$ cat src/rtl/compare_pkg.sv
// Shared encodings and sizing helpers for the sequential comparator.
// Latency: n/a (declarations only).
// Backpressure: n/a.
package compare_pkg;

    // Operation encodings carried on Select; 3'b110 and 3'b111 are reserved.
    typedef enum logic [2:0] {
        OP_EQ  = 3'b000,
        OP_GT  = 3'b001,
        OP_LT  = 3'b010,
        OP_MAX = 3'b011,
        OP_MIN = 3'b100,
        OP_GE  = 3'b101
    } op_e;

    // Controller states.
    typedef enum logic [1:0] {
        ST_IDLE = 2'd0,
        ST_SCAN = 2'd1,
        ST_DONE = 2'd2
    } state_e;

    localparam int DEFAULT_WIDTH = 8;

    // Bit-counter width for a given operand width: clog2(width), never below 1.
    function automatic int cnt_width(input int width);
        return (width < 2) ? 1 : $clog2(width);
    endfunction

    localparam int CNT_W = cnt_width(DEFAULT_WIDTH);

endpackage

$ cat src/rtl/bit_compare_cell.sv
// One-bit magnitude cell: reports whether x beats y and whether they match.
// Latency: purely combinational.
// Backpressure: none.
module bit_compare_cell (
    input  logic x,
    input  logic y,
    input  logic invert,
    output logic greater,
    output logic same
);

    // With invert set (sign bit of signed operands) a 0 outranks a 1.
    assign same    = ~(x ^ y);
    assign greater = invert ? (~x & y) : (x & ~y);

endmodule

$ cat src/rtl/seq_compare_unit.sv
// Bit-serial MSB-first comparator producing EQ/GT/LT/MAX/MIN/GE results.
// Latency: Done in the cycle after the last examined bit (1..WIDTH scan cycles).
// Backpressure: Start is ignored while Busy; results hold until the next Done.
module seq_compare_unit
    import compare_pkg::*;
#(
    parameter int WIDTH = 8
) (
    input  logic             Clock,
    input  logic             Reset_n,
    input  logic             Start,
    input  logic [WIDTH-1:0] X,
    input  logic [WIDTH-1:0] Y,
    input  logic [2:0]       Select,
    input  logic             Signed,
    output logic             Busy,
    output logic             Done,
    output logic [WIDTH-1:0] Out,
    output logic             Eq,
    output logic             Gt,
    output logic             Lt
);

    localparam int             CW   = cnt_width(WIDTH);
    localparam logic [CW-1:0]  LAST = CW'(WIDTH - 1);

    state_e           r_state;
    state_e           w_state_nxt;
    logic [WIDTH-1:0] r_x;
    logic [WIDTH-1:0] r_y;
    op_e              r_sel;
    logic             r_signed;
    logic [CW-1:0]    r_cnt;
    logic [WIDTH-1:0] r_out;
    logic             r_eq;
    logic             r_gt;
    logic             r_lt;

    logic             w_accept;
    logic [CW-1:0]    w_idx;
    logic             w_x_bit;
    logic             w_y_bit;
    logic             w_invert;
    logic             w_greater;
    logic             w_same;
    logic             w_last;
    logic [WIDTH-1:0] w_out;

    // Start only lands outside SCAN, so an in-flight scan cannot be disturbed.
    assign w_accept = Start && (r_state != ST_SCAN);

    // Scan cycle i looks at bit WIDTH-1-i; the sign bit is the first one seen.
    assign w_idx    = LAST - r_cnt;
    assign w_x_bit  = r_x[w_idx];
    assign w_y_bit  = r_y[w_idx];
    assign w_invert = r_signed && (r_cnt == '0);

    bit_compare_cell u_cell (
        .x       (w_x_bit),
        .y       (w_y_bit),
        .invert  (w_invert),
        .greater (w_greater),
        .same    (w_same)
    );

    // Scan ends on the first mismatch or once bit 0 has been examined.
    assign w_last = (r_state == ST_SCAN) && (!w_same || (r_cnt == LAST));

    // Result word for the final bit pair; w_same here means all bits matched.
    always_comb begin
        w_out = '0;
        case (r_sel)
            OP_EQ:   w_out = {{(WIDTH-1){1'b0}}, w_same};
            OP_GT:   w_out = {{(WIDTH-1){1'b0}}, w_greater};
            OP_LT:   w_out = {{(WIDTH-1){1'b0}}, !w_same && !w_greater};
            OP_GE:   w_out = {{(WIDTH-1){1'b0}}, w_same || w_greater};
            OP_MAX:  w_out = w_greater ? r_x : r_y;
            OP_MIN:  w_out = w_greater ? r_y : r_x;
            default: w_out = '0;
        endcase
    end

    // State register.
    always_ff @(posedge Clock or negedge Reset_n) begin
        if (!Reset_n) begin
            r_state <= ST_IDLE;
        end else begin
            r_state <= w_state_nxt;
        end
    end

    // Next-state decode plus the state-derived Busy/Done strobes.
    always_comb begin
        w_state_nxt = r_state;
        Busy        = 1'b0;
        Done        = 1'b0;
        case (r_state)
            ST_IDLE: begin
                if (Start) w_state_nxt = ST_SCAN;
            end
            ST_SCAN: begin
                Busy = 1'b1;
                if (w_last) w_state_nxt = ST_DONE;
            end
            ST_DONE: begin
                Done        = 1'b1;
                w_state_nxt = Start ? ST_SCAN : ST_IDLE;
            end
            default: w_state_nxt = ST_IDLE;
        endcase
    end

    // Operand capture, bit counter and result registers.
    always_ff @(posedge Clock or negedge Reset_n) begin
        if (!Reset_n) begin
            r_x      <= '0;
            r_y      <= '0;
            r_sel    <= OP_EQ;
            r_signed <= 1'b0;
            r_cnt    <= '0;
            r_out    <= '0;
            r_eq     <= 1'b0;
            r_gt     <= 1'b0;
            r_lt     <= 1'b0;
        end else begin
            if (w_accept) begin
                r_x      <= X;
                r_y      <= Y;
                r_sel    <= op_e'(Select);
                r_signed <= Signed;
                r_cnt    <= '0;
            end else if ((r_state == ST_SCAN) && !w_last) begin
                r_cnt <= r_cnt + 1'b1;
            end
            if (w_last) begin
                r_out <= w_out;
                r_eq  <= w_same;
                r_gt  <= w_greater;
                r_lt  <= !w_same && !w_greater;
            end
        end
    end

    assign Out = r_out;
    assign Eq  = r_eq;
    assign Gt  = r_gt;
    assign Lt  = r_lt;

endmodule

$ cat config.mk
export PLATFORM = sky130hd
export DESIGN_NAME = seq_compare_unit
export DESIGN_NICKNAME = d
export VERILOG_FILES = /design/src/rtl/compare_pkg.sv /design/src/rtl/bit_compare_cell.sv /design/src/rtl/seq_compare_unit.sv
export SDC_FILE = /design/constraint.sdc
export NUM_CORES = 1
export LEC_CHECK = 0
export ABC_CLOCK_PERIOD_IN_PS = 2780
export CAP_MARGIN = 20
export CORE_ASPECT_RATIO = 0.8
export CORE_UTILIZATION = 44
export DETAILED_ROUTE_END_ITERATION = 8
export GPL_ROUTABILITY_DRIVEN = 0
export GPL_TIMING_DRIVEN = 1
export HOLD_SLACK_MARGIN = 0.08
export PLACE_DENSITY = 0.66
export SLEW_MARGIN = 20
export SYNTH_ARGS = -nofsm -noshare
export SYNTH_HDL_FRONTEND = slang
export SYNTH_SLANG_ARGS = --single-unit
$ cat constraint.sdc
create_clock -name Clock -period 2.78 [get_ports Clock]
set_clock_uncertainty 0.05 [all_clocks]
set_input_delay 0.556 -clock Clock [delete_from_list [all_inputs] [get_ports Clock]]
set_output_delay 0.556 -clock Clock [all_outputs]
set_load 0.01 [all_outputs]
Fig. 1: run 1, wires at chosen ports, followed through buffers
The bar under the picture is 20 microns long.
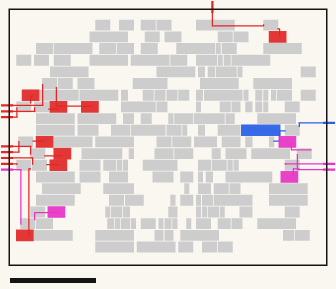
- `X`: red (bits 8; direction input; end cells 8; buffers 8; wire 100 microns)
- `Select`: magenta (bits 3; direction input; end cells 3; buffers 3; wire 50.3 microns)
- `Gt`: blue (bits 1; direction output; end cells 1; buffers 1; wire 11.7 microns)

Fig. 2: run 1, register map, names as in the netlist
The bar under the picture is 20 microns long. Other sequential cells in the stronger gray, the rest of the logic in the fainter gray.
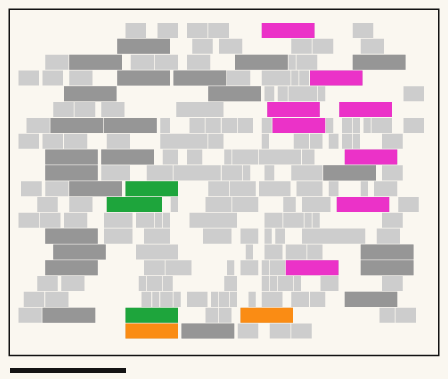
- `r_state`: orange (flops 2)
- `Out`: magenta (flops 8)
- `r_cnt`: green (flops 3)
seq pwr: 0.988 mW
flip-flop and latch area: 902 sq um
Core Util, Final: 61.6%
flop share of the area: 38.0%

Fig. 3: run 1, local utilization
The bar under the picture is 20 microns long. 7 x 6 tiles, from white (low) to dark blue (high), 0 to 100% covered.
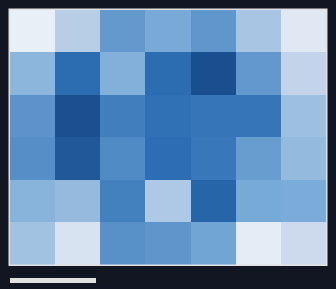
- mean over tiles: 53%
- tiles over 75% full: 17%
- fullest tile: 88%
core area: 3850 sq um
floorplan utilization: 46.9%

run 1: cell families (layout without fill, tap and decap cells):
family          count (synthesis)  in the layout  share of synthesized area, %
mux                            30             30                          21.3
flops                          36             36                          49.9
simple gates                   30             30                          8.80
compound gates                 31             31                          12.3
fa+ha+maj                       7              7                          4.85
buf+inv                        13             57                          2.84
run 1: power by group through the flow:
stage	Sequential (mW)	Clock [mW]	Combinational, mW
floorplan	0.925	0	1.07
global placement	0.980	0	1.47
detailed placement	0.991	0	1.51
CTS	0.984	0.504	1.53
global route	1.02	0.531	1.67
finish	0.988	0.494	1.54
run 1: cells in the final DEF (no fill, tap or decap), drive strengths merged, types with 3 or more instances in the layout:
cell type,Yosys,final
o21ai,11,11
clkdlybuf4s50,0,35
o22ai,4,4
inv,9,9
mux2i,4,4
nand2,16,16
ha,7,7
mux4,4,4
clkbuf,2,7
a22oi,7,7
a21oi,3,3
dfrtp,36,36
mux2,22,22
buf,2,5
a22o,3,3
nor2,4,4
run 1: worst min-delay path, delay by kind of cell (launching register included):
| family | cells | cell delay [ps] |
|---|---|---|
| simple gates | 1 | 50 |
| flops | 1 | 340 |
| compound gates | 1 | 60 |
run 1: metal layers:
| metal | vias up | GRT usage (%) | wire length (microns) |
|---|---|---|---|
| li1 | 617 | - | - |
| met1 | 660 | 27.1 | 1750 |
| met2 | 45 | 30.7 | 1740 |
| met3 | 6 | 4.93 | 265 |
| met4 | 0 | 9.62 | 68 |
| met5 | - | 0 | 0 |
run 1: flip-flops by register name, indices dropped and copies added (netlist names):
name	flops
r_cnt	3
Out	8
r_state	2
Gt	1
Eq	1
r_x	8
Lt	1
r_signed	1
r_sel	3
r_y	8
==> results_slide.txt, run 1 <==
Run Summary

Hold path
  – Hold worst-path end: Gt
  – Worst hold path type: reg -> reg

Clocking
  – Num CTS Buffers: 5
  – Root Buffer: clkbuf_8
  – CTS tree: built
  – Worst-case clock buffer depth: 2
  – Post-CTS setup buffer count: 0

Finish
  – Layout clock area frac: 5.33%
  – Top class by area: flip-flops and latches
  – # fillers: approximately 340
  – Share of layout cells above drive strength 1: roughly a quarter
  – Diodes inserted: 0
  – Combinational gate area: 853 sq um

Synth
  – Count leader, synth: dfrtp_1
  – Ys flop type: dfrtp_1
  – Synth Seq Share: 49.9%
  – Unique masters post-synth: 29
  – Post-synth regs: 36
  – Syn Inst Count: 147
  – Mean post-synth cell area: roughly 12 sq um

Setup path
  – Buf/Inv on CP: 1
  – CP max FO: 8
  – Crit path from: r_cnt[0]
  – R2R Setup Slk: 120 ps
  – Worst R2R Path Depth: 9
  – Critical R2R Launch: r_cnt[0]
  – Crit path largest cell delay: 520 ps
  – Reg2reg end: Out[0]
  – Critical-path cell list: mux4_2 -> mux2i_1 -> inv_1 -> ha_1 -> nor4b_1 -> o21ai_0 -> a21oi_1 -> nor3b_1 -> a32oi_1
  – Worst EP arrival: approximately 2800 ps

STA
  – Setup tns final: 0 ps
  – FMAX: between 300 and 400 MHz
  – Worst Tran Pin Value: 446 ps
  – RSZ-0062 raised after global routing: false

Routing
  – Iteration-0 DRC Markers: 71
  – Routed WL per cell: approximately 16 microns

Floorplan
  – I/O Pins: 36

Placed design
  – Place WS: 64.3 ps
  – DP Cell Count: 238
  – Input/output buffers: 35

Power and ir drop
  – Internal power: 1.85 mW
  – Combinational share of power: 50.9%
  – Sw Pwr: 1.16 mW
  – Pwr Total: 3.02 mW
  – Clock network power share: 16.4%
  – PD cells: ~1300 nW/um^2

Flow run
  – Tool warnings: 30

Global route
  – Largest net degree at the start of global routing: 37
  – GRT overflow: 0

Status
  – Status: finished clean
Fig. 4: run 1, cell outlines without signal wires
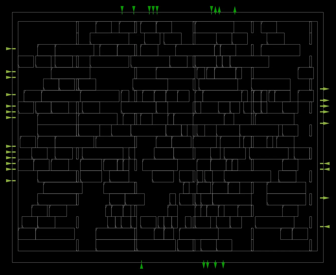

==> run 2, diff against run 1 <==
--- a/config.mk
+++ b/config.mk
@@ -13,7 +13,7 @@
 export GPL_ROUTABILITY_DRIVEN = 0
 export GPL_TIMING_DRIVEN = 1
 export HOLD_SLACK_MARGIN = 0.08
-export PLACE_DENSITY = 0.66
+export PLACE_DENSITY = 0.71
 export SLEW_MARGIN = 20
 export SYNTH_ARGS = -nofsm -noshare
 export SYNTH_HDL_FRONTEND = slang
Fig. 5: run 2, cell outlines without signal wires
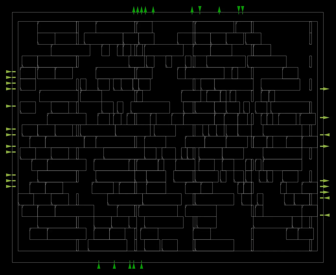
Core Util, Final: 61.0%
flop count: 36
Rows: 20

==> run 2 against run 1 <==
Effect of this change: combinational power barely moved; routed wire length rose by 0.55%; fmax rose by 4.8%; global-route usage fell by 0.15 points; synthesized cell count did not move; critical path type unchanged.
==> results_slide.txt, run 2 <==
Run Summary

Setup path
  – Crit path from: r_cnt[0]
  – Worst Setup Start Kind: flop
  – WP data required: 2940 ps
  – CP endpoint: Out[0]
  – Critical R2R Launch: r_cnt[0]
  – R2R Setup Slk: 240 ps
  – Worst R2R Path Depth: 9
  – CP Class: reg -> reg
  – Worst EP arrival: 2700 ps
  – Reg2reg end: Out[0]
  – CP max FO: 6
  – Worst Setup End Kind: flop

Status
  – Status: finished clean

Clocking
  – Worst-case clock buffer depth: 2
  – CTS tree: built
  – Num CTS Buffers: 5
  – Clock transition at the registers of the reported paths: 80 ps
  – Root Buffer: clkbuf_8
  – # clock sinks: 36

Synth
  – Area leader, netlist: dfrtp_1
  – Count leader, synth: dfrtp_1
  – Post-synth regs: 36
  – YS chip area: 1810 sq um
  – Syn Inst Count: 147
  – YS warnings: 0
  – Yosys cell count: 147
  – Unique masters post-synth: 29
  – Synth Seq Share: 49.9%
  – FFs w/ async S/R, synth: 100%
  – Syn nets: 177
  – EDFF count, synth: 0
  – Dominant cell area share: between 40% and 50%
  – Mean post-synth cell area: 12.3 sq um
  – Ys flop type: dfrtp_1
  – Commonest cells in the netlist: 36 x dfrtp_1, 20 x mux2_2, 16 x nand2_1
  – Biggest area cells: dfrtp_1 50%, mux2_2 12%, mux4_2 5.0%

Routing
  – Highest Signal Layer: met4
  – Vias post-DR: 1331
  – Iteration-0 DRC Markers: 60
  – Routed WL per cell: 15.6 microns
  – DR WL met3: 152 microns
  – Total Routed Length: 3850 microns
  – Met1 WL: 1730 microns
  – Metal2 WL: 1890 microns
  – DR pass1 iterations: 4
  – DRC violations left: 0
  – Vias/cell: 5.41

STA
  – Final min period: approximately 2500 ps
  – Final Max Tran Viols: 0
  – Final Hold Fails: 0
  – RSZ-0062 raised after global routing: false
  – Worst slew margin: 69.3%
  – Final Setup Violations: 0
  – FMAX: 394 MHz
  – Worst Tran Pin Value: 460 ps
  – Tcrit/Tclk final: about nine tenths

Flow run
  – Tool warnings: 30

Hold path
  – Worst hold path type: reg -> reg
  – Min-delay src: Gt
  – Hold path depth: 2
  – Hold worst-path end: Gt

Power and ir drop
  – Pwr Total: 2.92 mW
  – PD cells: 1240 nW/um^2
  – Worst VDD drop: 455 uV
  – Leak: 0.998 nW

Floorplan
  – I/O Pins: 36
  – DIE AREA: 4370 sq um
  – Die height: between 50 and 60 microns
  – Core area: 3850 sq um
  – Floorplan utilization: 46.9%

Global route
  – Met1 GRT Util: roughly a quarter
  – GR Util All Layers: around a fifth
  – GRT Max-Usage Layer: met2
  – GRT overflow: 0
  – Vias in the first global route: roughly 1.3k
  – Largest net degree at the start of global routing: 37
  – Met3 Track Usage GR: 5.27%
  – First-pass GRT wire length: ~6300 microns
  – GR Util met2: 32.6%

Finish
  – Diodes inserted: 0
  – Final std cells w/o fill: 246
  – Most numerous logic cells after layout: 35 x dfrtp_1, 35 x clkdlybuf4s50_1, 20 x mux2_2
  – Share of layout cells above drive strength 1: 24.6%
  – Synth-to-Final Area Change: 30.2%

Placed design
  – Detailed Place HPWL: 2920 microns
  – DP Cell Count: about 240
  – Input/output buffers: 35
  – Place WS: -12.3 ps
Fig. 6: run 2, local utilization
The bar under the picture is 20 microns long. 7 x 6 tiles, from white (low) to dark blue (high), 0 to 100% covered.
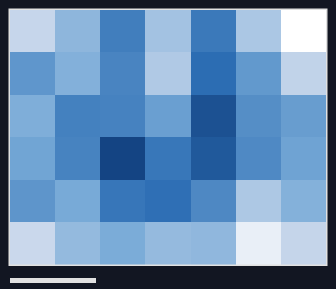
- nearly empty tiles: 2.4%
- mean over tiles: 52%
- densest ninth of the die: center
- fullest tile: 92%

-- run 2: netlist changes by cell type in the layout (fill, tap and decap cells not counted) --
cell and delta:
mux2i_1 -3, mux2i_2 +3, bufinv_16 -1, clkbuf_1 +1, clkbuf_8 -1, clkinvlp_4 +1
-- run 2: through the flow --
stage	area [sq um]	hold WS, ps	setup TNS [ps]
6_report	2350	431	0
5_1_grt	2350	462	0
3_5_place_dp	2240	425	-14.8
4_1_cts	2330	443	0
2_1_floorplan	1810	210	0
3_3_place_gp	2240	422	0
-- run 2: cells by family (layout without fill, tap and decap cells) --
family	count (synthesis)	after routing	synth area share [%]
adder cells (fa/ha/maj)	7	7	4.85
multiplexers	30	30	21.3
AND/OR/NAND/NOR	30	30	8.80
buffers and inverters	13	57	2.84
AND-OR/OR-AND	31	31	12.3
flip-flops	36	36	49.9
-- run 2: report_power, final --
group / switching, mW / internal (mW)
sequential: 0.226 / 0.757
combinational: 0.758 / 0.788
clock: 0.187 / 0.201
total: 1.17 / 1.75
-- run 2: area by class of cell --
cell class | count | area (sq um)
Fill cell | 322 | 1500
Sequential cell | 36 | 902
Multi-Input combinational cell | 98 | 865
Timing Repair Buffer | 40 | 388
Clock buffer | 7 | 86.3
Tap cell | 55 | 68.8
Inverter | 9 | 33.8
Clock inverter | 1 | 7.51
-- run 2: worst max-delay path, stage by stage (launching register included) --
cell and delay (ps):
dfrtp_2 440, mux4_2 530, mux2i_2 230, inv_1 90, ha_1 350, nor4b_1 240
o21ai_0 120, a21oi_1 140, nor3b_1 70, a32oi_1 200
-- run 2: what timing repair did --
action / 4_1_cts / 5_1_grt
endpoints found under the setup margin: 3 / 12
setup buffers: 0 / 1
cloned: 0 / 0
resized: 1 / 3
Fig. 7: run 2, register map, names as in the netlist
The bar under the picture is 20 microns long. Other sequential cells in the stronger gray, the rest of the logic in the fainter gray.
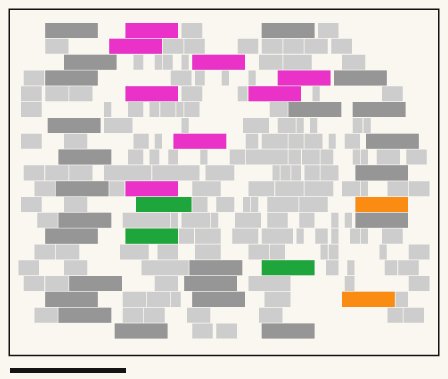

==> run 3, diff against run 2 <==
--- a/config.mk
+++ b/config.mk
@@ -11,10 +11,9 @@
 export CORE_UTILIZATION = 44
 export DETAILED_ROUTE_END_ITERATION = 8
 export GPL_ROUTABILITY_DRIVEN = 0
-export GPL_TIMING_DRIVEN = 1
+export GPL_TIMING_DRIVEN = 0
 export HOLD_SLACK_MARGIN = 0.08
 export PLACE_DENSITY = 0.71
-export SLEW_MARGIN = 20
 export SYNTH_ARGS = -nofsm -noshare
 export SYNTH_HDL_FRONTEND = slang
 export SYNTH_SLANG_ARGS = --single-unit
Fig. 8: run 3, register map, names as in the netlist
The bar under the picture is 20 microns long. Other sequential cells in the stronger gray, the rest of the logic in the fainter gray.
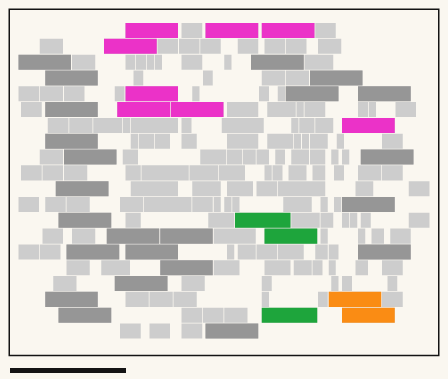
- `r_state`: orange (flops 2)
- `Out`: magenta (flops 8)
- `r_cnt`: green (flops 3)

Fig. 9: run 3, floorplan with the power grid
The bar under the picture is 20 microns long. Pins as bars on the die edge. Tap cells in gray.
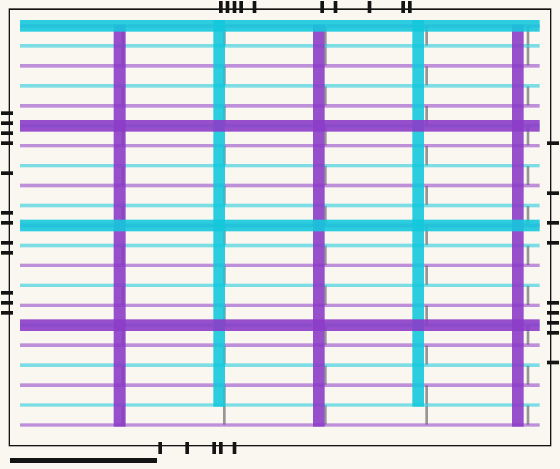
- VSS: purple
- VDD: cyan
- signal pins: 36
- met1 rails: 21

==> run 3 against run 2 <==
Effect of this change: clock-buffer cell count unchanged; power is 0.33% higher; global-route usage fell by 0.90 points; routed wire length down 2.7%; setup slack lost 75 ps; fmax shrank 2.9%; combinational power is essentially flat; core utilization shrank 0.49 points; non-clock buffer count fell by 2; sequential power is essentially flat; cell area fell by 0.80%; synthesized cell count unchanged; highest routed layer unchanged.
==> results_slide.txt, run 3 <==
Run Summary

Floorplan
  – DIE AREA: roughly 4400 sq um
  – Floorplan utilization: between 40% and 50%
  – Die height: roughly 59 microns
  – I/O Pins: 36
  – Rows: 20

Flow run
  – Tool warnings: 30

Routing
  – Vias post-DR: 1298
  – DR pass1 iterations: 6
  – DRC violations left: 0
  – Routed WL per cell: 15.4 microns
  – Vias/cell: 5.34
  – Iteration-0 DRC Markers: about 73

STA
  – FMAX: 382 MHz
  – Final min period: approximately 2600 ps
  – RSZ-0062 raised after global routing: false
  – Worst Tran Pin Value: between 700 and 800 ps
  – Final Hold Fails: 0
  – Worst slew margin: a little under half
  – Final Setup Violations: 0
  – Worst setup margin: 165 ps
  – Tcrit/Tclk final: 94.1%
  – Final Max Tran Viols: 0

Global route
  – GR Util All Layers: 19.1%
  – Largest net degree at the start of global routing: 37
  – Vias in the first global route: 1269
  – GRT overflow: 0

Power and ir drop
  – Combinational share of power: 53.0%
  – Main power group: combinational cells
  – Switch share: about two fifths
  – Leak: 0.988 nW
  – Clk. pwr: 0.390 mW
  – Clock network power share: 13.3%
  – Reg power frac: 33.7%
  – Worst VDD drop: 521 uV
  – PD cells: 1250 nW/um^2
  – Sw Pwr: 1.17 mW
  – Comb group: 1.55 mW
  – Seq pwr: 0.985 mW

Setup path
  – Worst EP arrival: 2760 ps
  – CP max stage cell: mux4_2
  – CP delay by family, top: multiplexers
  – CP max FO: 8
  – CP Class: reg -> reg
  – WP data required: 2930 ps
  – Critical-path cell list: mux4_2 -> mux2i_1 -> inv_1 -> ha_1 -> mux2_4 -> o22ai_4 -> nand2_1 -> a32oi_1
  – Worst Setup End Kind: flop
  – Critical R2R Launch: r_cnt[0]
  – Worst Setup Start Kind: flop
  – Crit path from: r_cnt[0]
  – Crit path largest cell delay: 520 ps
  – Buf/Inv on CP: 1

Hold path
  – Worst hold path type: in -> async

Clocking
  – Num CTS Buffers: 5
  – CTS tree: built
  – Root Buffer: clkbuf_8
  – Worst-case clock buffer depth: 2
  – Post-CTS setup buffer count: 0
  – Skew-Pair Late Insertion Delay: roughly 280 ps

Synth
  – Post-synth regs: 36
  – YS chip area: 1810 sq um
  – Commonest cells in the netlist: 36 x dfrtp_1, 20 x mux2_2, 16 x nand2_1
  – Syn nets: 177
  – Area leader, netlist: dfrtp_1
  – Ys flop type: dfrtp_1
  – Synth Seq Share: 49.9%
  – Biggest area cells: dfrtp_1 50%, mux2_2 12%, mux4_2 5.0%
  – Yosys cell count: 147
  – Unique masters post-synth: 29
  – Mean post-synth cell area: 12.3 sq um
  – EDFF count, synth: 0
  – Count leader, synth: dfrtp_1
  – Dominant cell area share: roughly 50%

Placed design
  – Input/output buffers: 35
  – DP Cell Count: 237
  – Place WS: -204 ps
  – Area post-placement: 2220 sq um

Finish
  – Most numerous logic cells after layout: 34 x dfrtp_1, 34 x clkdlybuf4s50_1, 20 x mux2_2
  – Post-route cell area: 2330 sq um
  – Diodes inserted: 0
  – Synth-to-Final Area Change: 29.2%
  – Core Util, Final: 60.5%
  – Share of layout cells above drive strength 1: 24.5%

Status
  – Status: finished clean
==> run 3: cell counts after synthesis <==
Identical to the previous run, type by type.
==> run 3: logic make-up after synthesis <==
| family | after synthesis | share of synthesized area, % |
|---|---|---|
| DFF | 36 | 49.9 |
| buffers and inverters | 13 | 2.84 |
| adders and majority gates | 7 | 4.85 |
| muxes | 30 | 21.3 |
| and+or+nand+nor | 30 | 8.80 |
| AOI/OAI and AO/OA | 31 | 12.3 |
==> run 3: repair_timing <==
item,4_1_cts,5_1_grt
resized,2,4
setup endpoints to repair,12,11
hold buffers,0,0
==> run 3: through the flow <==
stage,TNS [ps],hold slack [ps],power [mW]
2_1_floorplan,0,210,2.00
3_3_place_gp,-941,416,2.39
3_5_place_dp,-1660,420,2.46
4_1_cts,0,320,2.88
5_1_grt,0,360,3.14
6_report,0,304,2.93
==> run 3: area by class of cell <==
class / count / area [sq um] / area share, %
buffer: 3 / 15.0 / 0.644
clock buffer: 7 / 96.3 / 4.13
inverter: 9 / 33.8 / 1.45
multi-input combinational: 98 / 870 / 37.3
sequential: 36 / 903 / 38.7
tap: 55 / 68.8 / 2.95
timing repair buffer: 35 / 345 / 14.8
==> run 3: layer usage <==
layer	up-vias	global-route usage (%)	share of wire, %
li1	613	-	-
met2	38	31.1	50
met4	0	7.42	0.27
met1	645	24.3	45
met3	2	5.27	4.7
met5	-	0	0
==> run 3: worst paths after layout <==
check | to | slack, ps | depth (start not counted)
max reg2reg | Out[0] | 160 | 8
min in group Clock | Gt | 430 | 2
min | r_state[1] | 300 | 1
max in group asynchronous | r_cnt[1] | 1830 | 1
min reg2reg | Gt | 430 | 2
max | Out[0] | 160 | 8
Power and IR drop assume default switching activity.
